<file path="src/rtl/ps2_pkg.sv">
// ps2_pkg: shared constants and types for the PS/2 keyboard receiver.
//   PS2_DATA_BITS           data bits per PS/2 frame
//   DEFAULT_FILTER_LEN      samples needed to accept a new ps2Clk level
//   DEFAULT_TIMEOUT_CYCLES  max clk cycles between falling edges inside a frame
//   DEFAULT_TIMER_BITS      timeout counter width (2^bits > timeout)
//   ps2_state_e             receiver FSM state encoding
package ps2_pkg;

  localparam int unsigned PS2_DATA_BITS          = 8;
  localparam int unsigned DEFAULT_FILTER_LEN     = 8;
  localparam int unsigned DEFAULT_TIMEOUT_CYCLES = 100000;
  localparam int unsigned DEFAULT_TIMER_BITS     = 17;

  typedef enum logic [1:0] {
    StIdle,
    StData,
    StParity,
    StStop
  } ps2_state_e;

  // PS/2 uses odd parity: data plus parity bit must hold an odd number of ones.
  function automatic logic odd_parity_ok(input logic [PS2_DATA_BITS-1:0] data,
                                         input logic                     parity);
    return ^{data, parity};
  endfunction

endpackage

</file>
<file path="src/rtl/ps2_keyboard_receiver_if.sv">
// ps2_keyboard_receiver_if: scan-code output bus of the PS/2 receiver.
//   code         received scan code, stable while valid=1
//   valid        code holds an unconsumed byte
//   ready        consumer accepts code when valid && ready
//   parityError  1-cycle pulse, frame dropped for bad odd parity
//   frameError   1-cycle pulse, frame dropped for stop=0 or timeout
//   overrun      1-cycle pulse, good frame dropped because buffer was full
// master = receiver side, slave = consumer side.
interface ps2_keyboard_receiver_if;
  import ps2_pkg::*;

  logic [PS2_DATA_BITS-1:0] code;
  logic                     valid;
  logic                     ready;
  logic                     parityError;
  logic                     frameError;
  logic                     overrun;

  modport master (
    output code,
    output valid,
    output parityError,
    output frameError,
    output overrun,
    input  ready
  );

  modport slave (
    input  code,
    input  valid,
    input  parityError,
    input  frameError,
    input  overrun,
    output ready
  );

endinterface

</file>
<file path="src/rtl/ps2_input_filter.sv">
// ps2_input_filter: conditions the raw PS/2 pins.
//   clk       in   system clock
//   rst_n     in   asynchronous reset, active-low
//   ps2Clk    in   raw PS/2 clock pin (asynchronous)
//   ps2Data   in   raw PS/2 data pin (asynchronous)
//   fallEvt   out  1-cycle strobe when the filtered clock goes 1->0
//   dataSync  out  synchronised data pin
// The filtered clock changes level only after FILTER_LEN consecutive samples of
// the opposite level; shorter glitches are ignored.
module ps2_input_filter #(
  parameter int unsigned FILTER_LEN = 8
) (
  input  logic clk,
  input  logic rst_n,
  input  logic ps2Clk,
  input  logic ps2Data,
  output logic fallEvt,
  output logic dataSync
);

  localparam int unsigned CntW = (FILTER_LEN > 1) ? $clog2(FILTER_LEN) : 1;
  localparam logic [CntW-1:0] CntLast = CntW'(FILTER_LEN - 1);

  logic [1:0]      clk_sync_q;
  logic [1:0]      data_sync_q;
  logic            filt_q, filt_d;
  logic [CntW-1:0] cnt_q, cnt_d;
  logic            fall_q, fall_d;

  always_comb begin
    filt_d = filt_q;
    cnt_d  = cnt_q;
    if (clk_sync_q[1] == filt_q) begin
      cnt_d = '0;
    end else if (cnt_q == CntLast) begin
      // FILTER_LEN-th consecutive opposite sample: accept the new level
      filt_d = ~filt_q;
      cnt_d  = '0;
    end else begin
      cnt_d = cnt_q + 1'b1;
    end
    fall_d = filt_q & ~filt_d;
  end

  always_ff @(posedge clk or negedge rst_n) begin
    if (!rst_n) begin
      clk_sync_q  <= 2'b11;
      data_sync_q <= 2'b11;
      filt_q      <= 1'b1;
      cnt_q       <= '0;
      fall_q      <= 1'b0;
    end else begin
      clk_sync_q  <= {clk_sync_q[0], ps2Clk};
      data_sync_q <= {data_sync_q[0], ps2Data};
      filt_q      <= filt_d;
      cnt_q       <= cnt_d;
      fall_q      <= fall_d;
    end
  end

  assign fallEvt  = fall_q;
  assign dataSync = data_sync_q[1];

endmodule

</file>
<file path="src/rtl/ps2_keyboard_receiver.sv">
// ps2_keyboard_receiver: device-to-host PS/2 frame receiver.
//   clk      in   system clock
//   rst_n    in   asynchronous reset, active-low
//   ps2Clk   in   raw PS/2 clock pin
//   ps2Data  in   raw PS/2 data pin
//   bus      master modport: code/valid/ready plus error and overrun pulses
// Frame: start(0), 8 data bits LSB first, odd parity, stop(1). Each good byte is
// offered on a one-entry valid/ready buffer one cycle after the stop-bit edge.
module ps2_keyboard_receiver
  import ps2_pkg::*;
#(
  parameter int unsigned FILTER_LEN     = DEFAULT_FILTER_LEN,
  parameter int unsigned TIMEOUT_CYCLES = DEFAULT_TIMEOUT_CYCLES,
  parameter int unsigned TIMER_BITS     = DEFAULT_TIMER_BITS
) (
  input  logic                     clk,
  input  logic                     rst_n,
  input  logic                     ps2Clk,
  input  logic                     ps2Data,
  ps2_keyboard_receiver_if.master  bus
);

  localparam int unsigned BitCntW = $clog2(PS2_DATA_BITS);
  localparam logic [BitCntW-1:0]    BitCntLast = BitCntW'(PS2_DATA_BITS - 1);
  localparam logic [TIMER_BITS-1:0] TimerLast  = TIMER_BITS'(TIMEOUT_CYCLES - 1);

  logic fall_evt;
  logic data_sync;

  ps2_input_filter #(
    .FILTER_LEN (FILTER_LEN)
  ) u_input_filter (
    .clk      (clk),
    .rst_n    (rst_n),
    .ps2Clk   (ps2Clk),
    .ps2Data  (ps2Data),
    .fallEvt  (fall_evt),
    .dataSync (data_sync)
  );

  ps2_state_e               state_q, state_d;
  logic [BitCntW-1:0]       bit_cnt_q, bit_cnt_d;
  logic [PS2_DATA_BITS-1:0] shreg_q, shreg_d;
  logic                     parity_q, parity_d;
  logic [TIMER_BITS-1:0]    timer_q, timer_d;
  logic [PS2_DATA_BITS-1:0] code_q, code_d;
  logic                     valid_q, valid_d;
  logic                     perr_q, perr_d;
  logic                     ferr_q, ferr_d;
  logic                     ovr_q, ovr_d;
  logic                     deliver;

  always_comb begin
    state_d   = state_q;
    bit_cnt_d = bit_cnt_q;
    shreg_d   = shreg_q;
    parity_d  = parity_q;
    code_d    = code_q;
    valid_d   = valid_q;
    perr_d    = 1'b0;
    ferr_d    = 1'b0;
    ovr_d     = 1'b0;
    deliver   = 1'b0;

    // Timer measures the gap since the last falling edge inside a frame.
    if (state_q == StIdle || fall_evt) begin
      timer_d = '0;
    end else begin
      timer_d = timer_q + 1'b1;
    end

    if (state_q != StIdle && timer_q == TimerLast) begin
      // Stalled frame: drop partial data and resynchronise on the next start bit.
      state_d = StIdle;
      ferr_d  = 1'b1;
      timer_d = '0;
    end else if (fall_evt) begin
      unique case (state_q)
        StIdle: begin
          // A 1 here is a spurious edge, not a start bit.
          if (!data_sync) begin
            state_d   = StData;
            bit_cnt_d = '0;
          end
        end
        StData: begin
          shreg_d   = {data_sync, shreg_q[PS2_DATA_BITS-1:1]};
          bit_cnt_d = bit_cnt_q + 1'b1;
          if (bit_cnt_q == BitCntLast) begin
            state_d = StParity;
          end
        end
        StParity: begin
          parity_d = data_sync;
          state_d  = StStop;
        end
        StStop: begin
          state_d = StIdle;
          if (!data_sync) begin
            ferr_d = 1'b1;
          end else if (!odd_parity_ok(shreg_q, parity_q)) begin
            perr_d = 1'b1;
          end else begin
            deliver = 1'b1;
          end
        end
      endcase
    end

    // One-entry output buffer; a consume in the same cycle frees room for a new byte.
    if (deliver) begin
      if (!valid_q || bus.ready) begin
        code_d  = shreg_q;
        valid_d = 1'b1;
      end else begin
        ovr_d = 1'b1;
      end
    end else if (valid_q && bus.ready) begin
      valid_d = 1'b0;
    end
  end

  always_ff @(posedge clk or negedge rst_n) begin
    if (!rst_n) begin
      state_q   <= StIdle;
      bit_cnt_q <= '0;
      shreg_q   <= '0;
      parity_q  <= 1'b0;
      timer_q   <= '0;
      code_q    <= '0;
      valid_q   <= 1'b0;
      perr_q    <= 1'b0;
      ferr_q    <= 1'b0;
      ovr_q     <= 1'b0;
    end else begin
      state_q   <= state_d;
      bit_cnt_q <= bit_cnt_d;
      shreg_q   <= shreg_d;
      parity_q  <= parity_d;
      timer_q   <= timer_d;
      code_q    <= code_d;
      valid_q   <= valid_d;
      perr_q    <= perr_d;
      ferr_q    <= ferr_d;
      ovr_q     <= ovr_d;
    end
  end

  assign bus.code        = code_q;
  assign bus.valid       = valid_q;
  assign bus.parityError = perr_q;
  assign bus.frameError  = ferr_q;
  assign bus.overrun     = ovr_q;

endmodule
</file>
<file path="src/flat_wrapper.sv">
// flat-port wrapper written by rule: the top's interface ports become plain ports
module ps2_keyboard_receiver_flat import ps2_pkg::*;
#(
  parameter int unsigned FILTER_LEN     = DEFAULT_FILTER_LEN,
  parameter int unsigned TIMEOUT_CYCLES = DEFAULT_TIMEOUT_CYCLES,
  parameter int unsigned TIMER_BITS     = DEFAULT_TIMER_BITS
)
  (clk, rst_n, ps2Clk, ps2Data, bus_code, bus_valid, bus_parityError, bus_frameError, bus_overrun, bus_ready);
  ps2_keyboard_receiver_if bus_i ();
  input  logic clk;
  input  logic rst_n;
  input  logic ps2Clk;
  input  logic ps2Data;
  output wire logic [$bits(bus_i.code)-1:0] bus_code;
  output wire logic [$bits(bus_i.valid)-1:0] bus_valid;
  output wire logic [$bits(bus_i.parityError)-1:0] bus_parityError;
  output wire logic [$bits(bus_i.frameError)-1:0] bus_frameError;
  output wire logic [$bits(bus_i.overrun)-1:0] bus_overrun;
  input wire logic [$bits(bus_i.ready)-1:0] bus_ready;
  assign bus_code = bus_i.code;
  assign bus_valid = bus_i.valid;
  assign bus_parityError = bus_i.parityError;
  assign bus_frameError = bus_i.frameError;
  assign bus_overrun = bus_i.overrun;
  assign bus_i.ready = bus_ready;
  ps2_keyboard_receiver #(.FILTER_LEN(FILTER_LEN), .TIMEOUT_CYCLES(TIMEOUT_CYCLES), .TIMER_BITS(TIMER_BITS)) u_core (.clk(clk), .rst_n(rst_n), .ps2Clk(ps2Clk), .ps2Data(ps2Data), .bus(bus_i));
endmodule
</file>
<file path="config.mk">
export PLATFORM = sky130hd
export DESIGN_NAME = ps2_keyboard_receiver_flat
export DESIGN_NICKNAME = d
export VERILOG_FILES = /design/src/rtl/ps2_pkg.sv /design/src/rtl/ps2_keyboard_receiver_if.sv /design/src/rtl/ps2_input_filter.sv /design/src/rtl/ps2_keyboard_receiver.sv /design/src/flat_wrapper.sv
export SDC_FILE = /design/constraint.sdc
export NUM_CORES = 1
export LEC_CHECK = 0
export CORE_MARGIN = 1.5
export CORE_UTILIZATION = 40
export DETAILED_ROUTE_END_ITERATION = 16
export PLACE_DENSITY = 0.54
export SYNTH_ARGS = -nofsm -noshare
export SYNTH_HDL_FRONTEND = slang
export SYNTH_SLANG_ARGS = --single-unit
</file>
<file path="constraint.sdc">
create_clock -name clk -period 2.8 [get_ports clk]
set_input_delay 0.42 -clock clk [delete_from_list [all_inputs] [get_ports clk]]
set_output_delay 0.42 -clock clk [all_outputs]
set_load 0.03 [all_outputs]
</file>
==> ci_impl_report.md, run 1 <==
## Implementation flow summary

| Metric | Value |
|---|---|
| Compound-Gate Fraction of Synth Area | 0.0362 |
| Crit path arrival time | 2580 ps |
| Hold Path Class | primary input to async pin |
| Post-CTS setup buffer count | 0 |
| Hold_buf cts | 0 |
| Worst hold margin | 121 ps |
| TritonCTS clock tree | done |
| Synth area leaders | dfrtp_1 (49%), mux2_2 (8.5%), dfstp_2 (5.5%) |
| Max IR drop VDD | around 0.25 mV |
| Crit Path Class | flop to flop |
| Top comb family, area | simple AND/OR/NAND/NOR gates |
| DRC marker count from the first detailed-route iteration | between 40 and 50 |
| Placed cells | around 280 |
| Fill cell count | 512 |
| Number of global-route vias before repair | approximately 1500 |
| Final Slew Violations | 0 |
| Main flop type | dfrtp_1 |
| Final setup viols | 0 |
| Pwr Density | 480 nW/um2 |
| Hpwl dp | 3080 um |
| Storage cell area | about 1300 um2 |
| Drt first pass iters | 4 |
| Tmin final | between 2000 and 2500 ps |
| Tool warnings | 29 |
| RePlAce Congestion | 0.847 |
| Largest net degree at the start of global routing | 29 |
| Share of layout cells above drive strength 1 | 0.177 |
| Design Power | approximately 1300 uW |
| H-tree depth | 2 |
| Top post-synthesis cells by count | dfrtp_1 (47), nor2_1 (20), mux2_2 (18), nand2_1 (13), xor2_1 (12) |
| Max Fanout on Critical Path | 8 |
| Xor and xnor area share after synthesis | 0.0903 |
| Leakage Power | around 0.0012 uW |
| Synth-to-Final Area Change | 13.5% |
| Post-synth top area share | 0.493 |
| Post-synthesis cell count | between 150 and 200 |
| Core area | 5640 um2 |
| Register area share after synthesis | 0.549 |
| Initial antenna violation count | 0 |
| EDFF count, synth | 0 |
| Mean post-synth cell area | about 12 um2 |
| Initial Util | 0.422 |
| Routed wire length | between 4000 and 5000 um |
| Antenna cells | 0 |
| DRT antenna net count | 0 |
| Max reg flops | 17 |
| Setup TNS | 0 ps |
| FP Rows | 27 |
| Clock sinks | about 52 |
| First-pass GRT wire length | between 7000 and 8000 um |
| Reg2Reg Capture Point | u_core.bus.code[5] |
| GR Util All Layers | 0.147 |
| Synthesized area | between 2000 and 2500 um2 |
| Fmax | around 420 MHz |
| Slew headroom | 0.485 |
| Grt ovf | 0 |
| CTS clk-pin slew, worst paths | about 90 ps |
| Asr flop ratio synth | 1.00 |
| Worst-Margin Slew | ~770 ps |
| Period Utilization, post-route | 0.856 |
| DRC | 0 |
| Wire per inst | between 10 and 15 um |
| Crit path from | u_core.timer_q[0] |
| Cell variety after synth | about 40 |
| Gate Area | 1000 um2 |
| Final core area utilization | 0.479 |
| Reg2Reg Launch Point | u_core.timer_q[0] |
| Die area | 6430 um2 |
| DIE HEIGHT | roughly 80 um |
| Max-cap violation count | 0 |
| Layout Nets | ~230 |
| Syn_nets | between 200 and 250 |
| Count leader, synth | dfrtp_1 |
| Flop-to-flop setup slack | approximately 400 ps |
| Worst Skew | between 5 and 6 ps |
| Area fraction in mux cells | 0.0934 |
| CP Launch Type | flop |
| Worst path required time | around 3000 ps |
| Area leader, netlist | dfrtp_1 |
| YS warnings | 0 |
| CTS Buf Count | 5 |
| Yosys simple share | 0.152 |
| Yosys synthesis chip area | ~2400 um2 |
| CP Capture Type | flop |
| Via count | 1491 |
| Run status | finished, final reports clean |
| Die X | 80.2 um |
| Most flop-heavy register | u_core.timer_q |
| Clock root buffer | clkbuf_8 |
| Flops out of synthesis | 52 |
| Vias per inst | roughly 5.1 |
| RSZ-0062 raised after global routing | no |
| Adders+Majority by Area | 0.0472 |
| Endpoints failing hold | 0 |
| Latency at later pin | ~300 ps |
| CTS Buffer Depth | 2 |
| Worst r2r path cells | 6 |
| Cts repair resizes | 0 |
==> run 1: through the flow <==
stage / setup WS [ps] / area [um2]
after floorplan: 707 / 2380
after global placement: 477 / 2610
after detailed placement: 412 / 2610
after CTS: 385 / 2710
after global routing: 209 / 2710
final: 404 / 2710
==> run 1: cell type report <==
type                       instances  area share
clock inverter                     2     0.00370
inverter                           8      0.0111
sequential                        52       0.483
timing repair buffer              20      0.0685
clock buffer                       6      0.0305
tap                               72      0.0333
multi-input combinational        132       0.370
==> run 1: routing by layer <==
layer	global-route usage	part of all wire
met2	0.242	0.49
met1	0.189	0.47
met5	0	0
met3	0.0341	0.031
met4	0.0517	0.016
==> run 1: worst max-delay path by stage <==
stage	to	slack, ps	cells past startpoint
floorplan	u_core.bus.code[0]	710	8
global placement	u_core.bus.code[3]	480	6
detailed placement	u_core.bus.code[5]	410	6
CTS	u_core.bus.code[5]	380	6
global route	u_core.timer_q[8]	210	7
finish	u_core.bus.code[5]	400	6
==> run 1: worst max-delay path: stages, from the launching register on <==
cell	delay, ps
dfrtp_1	420
ha_1	260
and4_1	260
nand3_1	160
nor2_1	150
nor4b_4	620
mux2_2	410
==> run 1: placed cells by master (no fill, tap or decap), drive strengths merged, types with 3 or more instances in the layout <==
| cell type | count |
|---|---|
| buf | 5 |
| clkbuf | 6 |
| clkdlybuf4s50 | 15 |
| dfrtp | 47 |
| dfstp | 5 |
| ha | 9 |
| inv | 8 |
| mux2 | 18 |
| nand2 | 13 |
| nand3 | 8 |
| nand4 | 4 |
| nor2 | 20 |
| nor3 | 3 |
| o21ai | 3 |
| xnor2 | 10 |
| xor2 | 12 |
==> run 1: report_power, final <==
part	leakage [uW]	internal, uW	switching (uW)
registers	0.000707	783	14.9
logic	0.000469	32.7	35.2
clock network	0.0000510	198	235
Fig. 1: run 1, cell area per tile
The die is cut into 8 by 8 equal tiles; black is low, pale yellow is high, 0 to 100% covered.
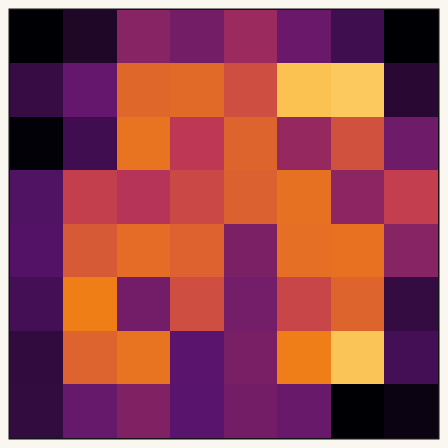
nearly empty tiles: 6.2%
emptiest ninth of the die: top left
tiles over 75% full: 4.7%
mean over tiles: 41%
fullest tile: 88%

Fig. 2: run 1, cell outlines without signal wires
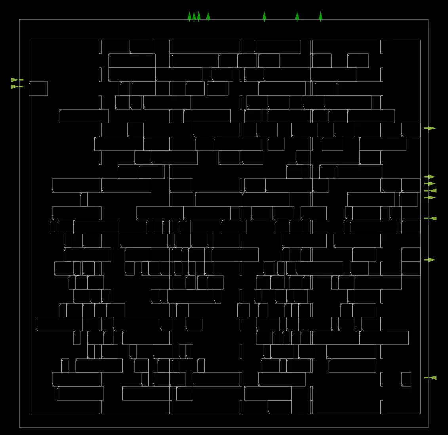
fin cells: 292
Flops: 52
fraction of area in registers: 0.483

Fig. 3: run 1, nets reached from selected ports
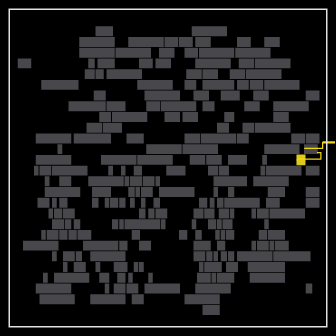
[yellow] bus_ready | direction: input | edge: right | end cells: 1 | buffers: 1 | wire: 15.3 um
num ports: 17
# port buffers: 16

==> inputs of run 2 (changes only) <==
CAP_MARGIN = 20   (was not set)
Fig. 4: run 2, gate families picked out
Scale bar: 20 um.
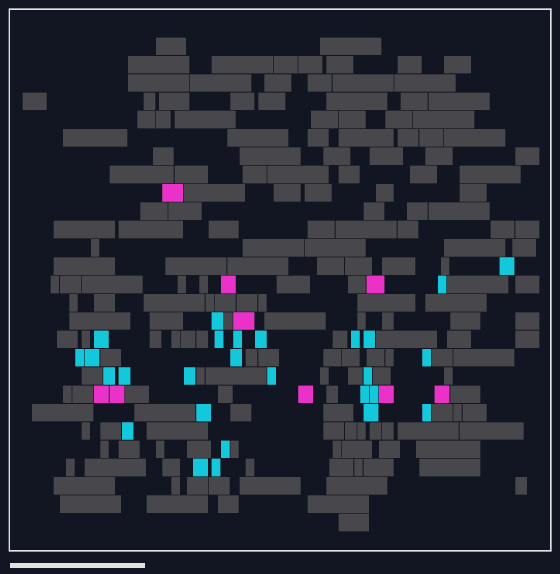
[magenta] and/or cells | cells: 9
[cyan] nand cells | cells: 27
combinational share of cell area: 0.370
most numerous logic cell after layout: dfrtp_1

==> ci_impl_report.md, run 2 <==
## Implementation flow summary

| Metric | Value |
|---|---|
| Run status | finished, final reports clean |
| # port buffers | 16 (unchanged) |
| Crit path from | u_core.timer_q[0] |
| Post-CTS setup buffer count | 0 (unchanged) |
| Layout Nets | 233 (unchanged) |
| Routed wire length | 4220 um (unchanged) |
| Internal power | 1010 uW (unchanged) |
| DRC marker count from the first detailed-route iteration | 46 (unchanged) |
| Max IR drop VDD | 0.249 mV (unchanged) |
| Initial Util | 0.422 (unchanged) |
| Clock root buffer | clkbuf_8 |
| Pwr Density | 480 nW/um2 (unchanged) |
| Period Utilization, post-route | 0.856 (unchanged) |
| Yosys synthesis chip area | 2380 um2 (unchanged) |
| Core area | 5640 um2 (unchanged) |
| Hold_buf cts | 0 (unchanged) |
| TritonCTS clock tree | done |
| Crit path arrival time | 2580 ps (about the same) |
| Largest net degree at the start of global routing | 29 (unchanged) |
| Via count | 1491 (unchanged) |
| DIE HEIGHT | 80.2 um (unchanged) |
| FP Rows | 27 (unchanged) |
| Synth area leaders | dfrtp_1 (49%), mux2_2 (8.5%), dfstp_2 (5.5%) |
| Final Slew Violations | 0 (unchanged) |
| Antenna cells | 0 (unchanged) |
| Synth-to-Final Area Change | 13.5% (unchanged) |
| Design Power | 1300 uW (unchanged) |
| Max Fanout on Critical Path | 8 (unchanged) |
| CTS Buffer Depth | 2 (unchanged) |
| Post-synthesis cell count | 197 (unchanged) |
| Hold Path Class | primary input to async pin |
| Latency at later pin | 300 ps (about the same) |
| Main flop type | dfrtp_1 |
| Clock power share | 0.333 (about the same) |
| CTS Buf Count | 5 (unchanged) |
| Vias per inst | 5.11 (unchanged) |
| Flop-to-flop setup slack | 400 ps (about the same) |
| Slew headroom | 0.485 (unchanged) |
| Share of layout cells above drive strength 1 | 0.177 (unchanged) |
| YS warnings | 0 (unchanged) |
| Tmin final | 2400 ps (unchanged) |
| CTS clk-pin slew, worst paths | 90 ps (about the same) |
| Fin cells | 292 (unchanged) |
| CP Launch Type | flop |
| Sw Ratio | 0.220 (unchanged) |
| Flops out of synthesis | 52 (unchanged) |
| Critical Path End | u_core.bus.code[5] |
| P_sw | 285 uW (unchanged) |
| Die area | 6430 um2 (unchanged) |
| Die X | 80.2 um (unchanged) |
| Asr flop ratio synth | 1.00 (unchanged) |
| H-tree depth | 2 (unchanged) |
| Syn_nets | 211 (unchanged) |
| Leakage Power | 0.00123 uW (unchanged) |
| Number of global-route vias before repair | 1505 (unchanged) |
| Worst path required time | 2980 ps (about the same) |
| DRT antenna net count | 0 (unchanged) |
| Worst r2r path cells | 6 (unchanged) |
| Crit Path Class | flop to flop |
| CP Capture Type | flop |
| Max reg flops | 17 (unchanged) |
| Tool warnings | 29 (unchanged) |
| Top post-synthesis cells by count | dfrtp_1 (47), nor2_1 (20), mux2_2 (18), nand2_1 (13), xor2_1 (12) |
| Sequential share of power | 0.614 (about the same) |
| Initial antenna violation count | 0 (unchanged) |
| Area after DPL | 2610 um2 (unchanged) |
| RePlAce Congestion | 0.847 (unchanged) |
| EDFF count, synth | 0 (unchanged) |
| RSZ-0062 raised after global routing | no |
| Fmax | 417 MHz (unchanged) |
| Final setup viols | 0 (unchanged) |
| DRC | 0 (unchanged) |
| Cell variety after synth | 40 (unchanged) |
| Area leader, netlist | dfrtp_1 |
| Mean post-synth cell area | 12.1 um2 (unchanged) |
| Register area share after synthesis | 0.549 (unchanged) |
| Cts repair resizes | 0 (unchanged) |
| Worst Skew | 5.66 ps (unchanged) |
| Clock sinks | 52 (unchanged) |
| Hpwl dp | 3080 um (unchanged) |
| Top cells excl fill/tap | dfrtp_1 (47), nor2_1 (20), mux2_2 (18) |
| Grt ovf | 0 (unchanged) |
| Num ports | 17 (unchanged) |
| First-pass GRT wire length | 7190 um (unchanged) |
| Max-cap violation count | 0 (unchanged) |
| Worst hold margin | 121 ps (unchanged) |
| Drt first pass iters | 4 (unchanged) |
| Worst-Margin Slew | 766 ps (unchanged) |
| Cell area after layout | 2710 um2 (unchanged) |
| Comb power frac | 0.052 (about the same) |
| Count leader, synth | dfrtp_1 |
| Reg2Reg Capture Point | u_core.bus.code[5] |
| Reg2Reg Launch Point | u_core.timer_q[0] |
==> run 2: cell counts after synthesis <==
Identical to the previous run, type by type.
==> run 2: routing by layer <==
layer / share of wire / global-route usage / up-vias
met4: 0.016 / 0.0517 / 0
met3: 0.031 / 0.0341 / 10
li1: - / - / 715
met1: 0.47 / 0.189 / 735
met5: 0 / 0 / -
met2: 0.49 / 0.242 / 31
==> run 2: metrics by stage <==
step                utilization  worst slack, ps
floorplan                     -              707
global placement          0.463              477
detailed placement        0.463              412
CTS                       0.479              385
global route              0.479              209
finish                    0.479              404
==> run 2: final cells by class <==
class / count / area [um2]
Clock inverter: 2 / 10.0
Tap cell: 72 / 90.1
Timing Repair Buffer: 20 / 185
Sequential cell: 52 / 1310
Inverter: 8 / 30.0
Fill cell: 512 / 2940
Multi-Input combinational cell: 132 / 1000
Clock buffer: 6 / 82.6
==> run 2: logic make-up (layout without fill, tap and decap cells) <==
family / count (synthesis) / after routing / share of synthesized area
fa+ha+maj: 9 / 9 / 0.0472
buf+inv: 13 / 36 / 0.0320
simple gates: 68 / 68 / 0.152
flops: 52 / 52 / 0.549
compound gates: 12 / 12 / 0.0362
xor+xnor: 23 / 23 / 0.0903
mux: 20 / 20 / 0.0934
==> run 2: power by group through the flow <==
stage,logic [uW],clock network [uW],registers [uW]
2_1_floorplan,40.0,0,809
3_3_place_gp,65.6,0,811
3_5_place_dp,71.4,0,813
4_1_cts,71.5,455,799
5_1_grt,79.4,490,801
6_report,68.0,433,798
==> run 2: critical path, cell delays in order, from the launching register on <==
cell	delay, ps
dfrtp_1	420
ha_1	260
and4_1	260
nand3_1	160
nor2_1	150
nor4b_4	620
mux2_2	410
Fig. 5: run 2, nets reached from selected ports
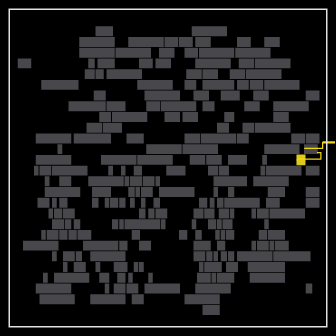

==> inputs of run 3 (changes only) <==
CAP_MARGIN = not set   (was 20)
PLACE_DENSITY = not set   (was 0.54)
Fig. 6: run 3, nets reached from selected ports
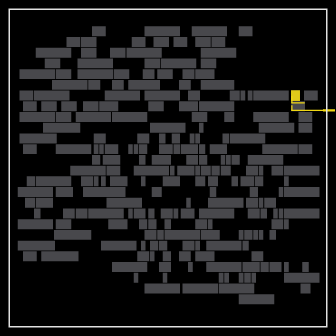
[yellow] bus_ready | direction: input | edge: right | end cells: 1 | buffers: 1 | wire: 14.2 um

==> ci_impl_report.md, run 3 <==
## Implementation flow summary

| Metric | Value |
|---|---|
| Nonclk buf count | 20 (unchanged) |
| Synth area leaders | dfrtp_1 (49%), mux2_2 (8.5%), dfstp_2 (5.5%) |
| Post-synthesis cell count | 197 (unchanged) |
| Main flop type | dfrtp_1 |
| Yosys synthesis chip area | 2380 um2 (unchanged) |
| Cell variety after synth | 40 (unchanged) |
| Crit Path Class | flop to flop |
| Drt first pass iters | 4 (unchanged) |
| Fill cell count | 511 (-0.20%) |
| Mean post-synth cell area | 12.1 um2 (unchanged) |
| Clock sinks | 52 (unchanged) |
| Worst Skew | 6.94 ps (+1.28 ps) |
| DIE HEIGHT | 80.2 um (unchanged) |
| Latency at later pin | 310 ps (about the same) |
| Fraction of area in registers | 0.477 (-0.00596) |
| EDFF count, synth | 0 (unchanged) |
| Flops out of synthesis | 52 (unchanged) |
| P_sw | 287 uW (+0.77%) |
| GR peak layer | met1 |
| Worst path cell trace | xnor2_1 -> xnor3_1 -> xnor2_1 -> nor4b_4 -> mux2_2 |
| Tap Count | 72 (unchanged) |
| Area leader, netlist | dfrtp_1 |
| Top post-synthesis cells by count | dfrtp_1 (47), nor2_1 (20), mux2_2 (18), nand2_1 (13), xor2_1 (12) |
| Cts repair resizes | 0 (unchanged) |
| CTS clk-pin slew, worst paths | 90 ps (about the same) |
| Initial antenna violation count | 0 (unchanged) |
| Die X | 80.2 um (unchanged) |
| Syn_nets | 211 (unchanged) |
| TritonCTS clock tree | done |
| Clock network share of area | 0.0461 (+0.0119) |
| Storage cell area | 1310 um2 (unchanged) |
| Crit path arrival time | 2520 ps (-60 ps) |
| Slew headroom | 0.450 (-0.0348) |
| Num ports | 17 (unchanged) |
| Hold Path Class | primary input to async pin |
| Tmin final | 2330 ps (-71.2 ps) |
| Max Fanout on Critical Path | 8 (unchanged) |
| DRC marker count from the first detailed-route iteration | 51 (+11%) |
| Metal3 WL | 131 um (unchanged) |
| Fmax | 430 MHz (+3.1%) |
| GR Layer Usage met1 | 0.204 (+0.0153) |
| Top cells excl fill/tap | dfrtp_1 (47), nor2_1 (20), mux2_2 (18) |
| Max IR drop VDD | 0.332 mV (+33%) |
| Sw Ratio | 0.203 (-0.0168) |
| Die area | 6430 um2 (unchanged) |
| Met1 wire length | 1920 um (-2.2%) |
| RePlAce Congestion | 0.779 (-8.0%) |
| Largest net degree at the start of global routing | 53 (+83%) |
| CP peak stage delay | 580 ps (-40 ps) |
| Top Metal Used | met4 |
| CP Launch Type | flop |
| # port buffers | 16 (unchanged) |
| Crit-path slowest cell | nor4b_4 |
| Inverters | 8 (unchanged) |
| Clock power share | 0.391 (+0.058) |
| DRT antenna net count | 0 (unchanged) |
| Post-CTS setup buffer count | 0 (unchanged) |
| DRC | 0 (unchanged) |
| Count leader, synth | dfrtp_1 |
| CP Capture Type | flop |
| Met3 usage | 0.0375 (+0.00341) |
| Flops | 52 (unchanged) |
| First-pass GRT wire length | 6750 um (-6.1%) |
| Synth-to-Final Area Change | 14.9% |
| Clock root buffer | clkbuf_8 |
| Core area | 5640 um2 (unchanged) |
| Share of layout cells above drive strength 1 | 0.177 (unchanged) |
| Layout Nets | 233 (unchanged) |
| Run status | finished, final reports clean |
| Grt ovf | 0 (unchanged) |
| Met2 Wirelength | 1600 um (-22%) |
| Max reg flops | 17 (unchanged) |
| Number of global-route vias before repair | 1401 (-6.9%) |
| Internal power | 1130 uW (+11%) |
| Worst hold margin | 202 ps (+81.0 ps) |
| FP Rows | 27 (unchanged) |
| Comb power frac | 0.046 (-0.006) |
| Non-clk buf share | 0.0676 (-0.000845) |
==> run 3: path summary, 6_finish.rpt <==
check / startpoint / end / slack [ps] / depth (start not counted)
worst max-delay path: u_core.shreg_q[5] / u_core.bus.code[3] / 470 / 5
min in group clk: u_core.u_input_filter.data_sync_q[0] / u_core.u_input_filter.data_sync_q[1] / 360 / 0
worst max register to register: u_core.shreg_q[5] / u_core.bus.code[3] / 470 / 5
worst min register to register: u_core.u_input_filter.data_sync_q[0] / u_core.u_input_filter.data_sync_q[1] / 360 / 0
worst min-delay path: rst_n / u_core.timer_q[3] / 200 / 2
max in group asynchronous: rst_n / u_core.shreg_q[1] / 2140 / 2
==> run 3: logic make-up (layout without fill, tap and decap cells) <==
family / count (synthesis) / after routing / share of synthesized area
AOI/OAI and AO/OA: 12 / 12 / 0.0362
xor gates and xnor gates: 23 / 23 / 0.0903
adders and majority gates: 9 / 9 / 0.0472
buffers and inverters: 13 / 36 / 0.0320
DFF: 52 / 52 / 0.549
muxes: 20 / 20 / 0.0934
and+or+nand+nor: 68 / 68 / 0.152
==> run 3: power groups by stage <==
stage | sequential (uW) | combinational, uW | clock (uW)
after floorplan | 809 | 40.0 | 0
after global placement | 812 | 67.3 | 0
after detailed placement | 813 | 68.0 | 0
after CTS | 798 | 68.8 | 577
after global routing | 802 | 78.0 | 611
final | 797 | 65.7 | 554
==> run 3: metrics by stage <==
step	setup WS (ps)	util	instance area, um2	total power, uW	std cells
5_1_grt	291	0.485	2740	1490	292
2_1_floorplan	707	-	2380	849	197
4_1_cts	459	0.485	2740	1440	292
6_report	475	0.485	2740	1420	292
3_3_place_gp	494	0.463	2610	880	284
3_5_place_dp	495	0.463	2610	881	284
Power figures rest on the tool's default switching activity, not on a simulated workload.
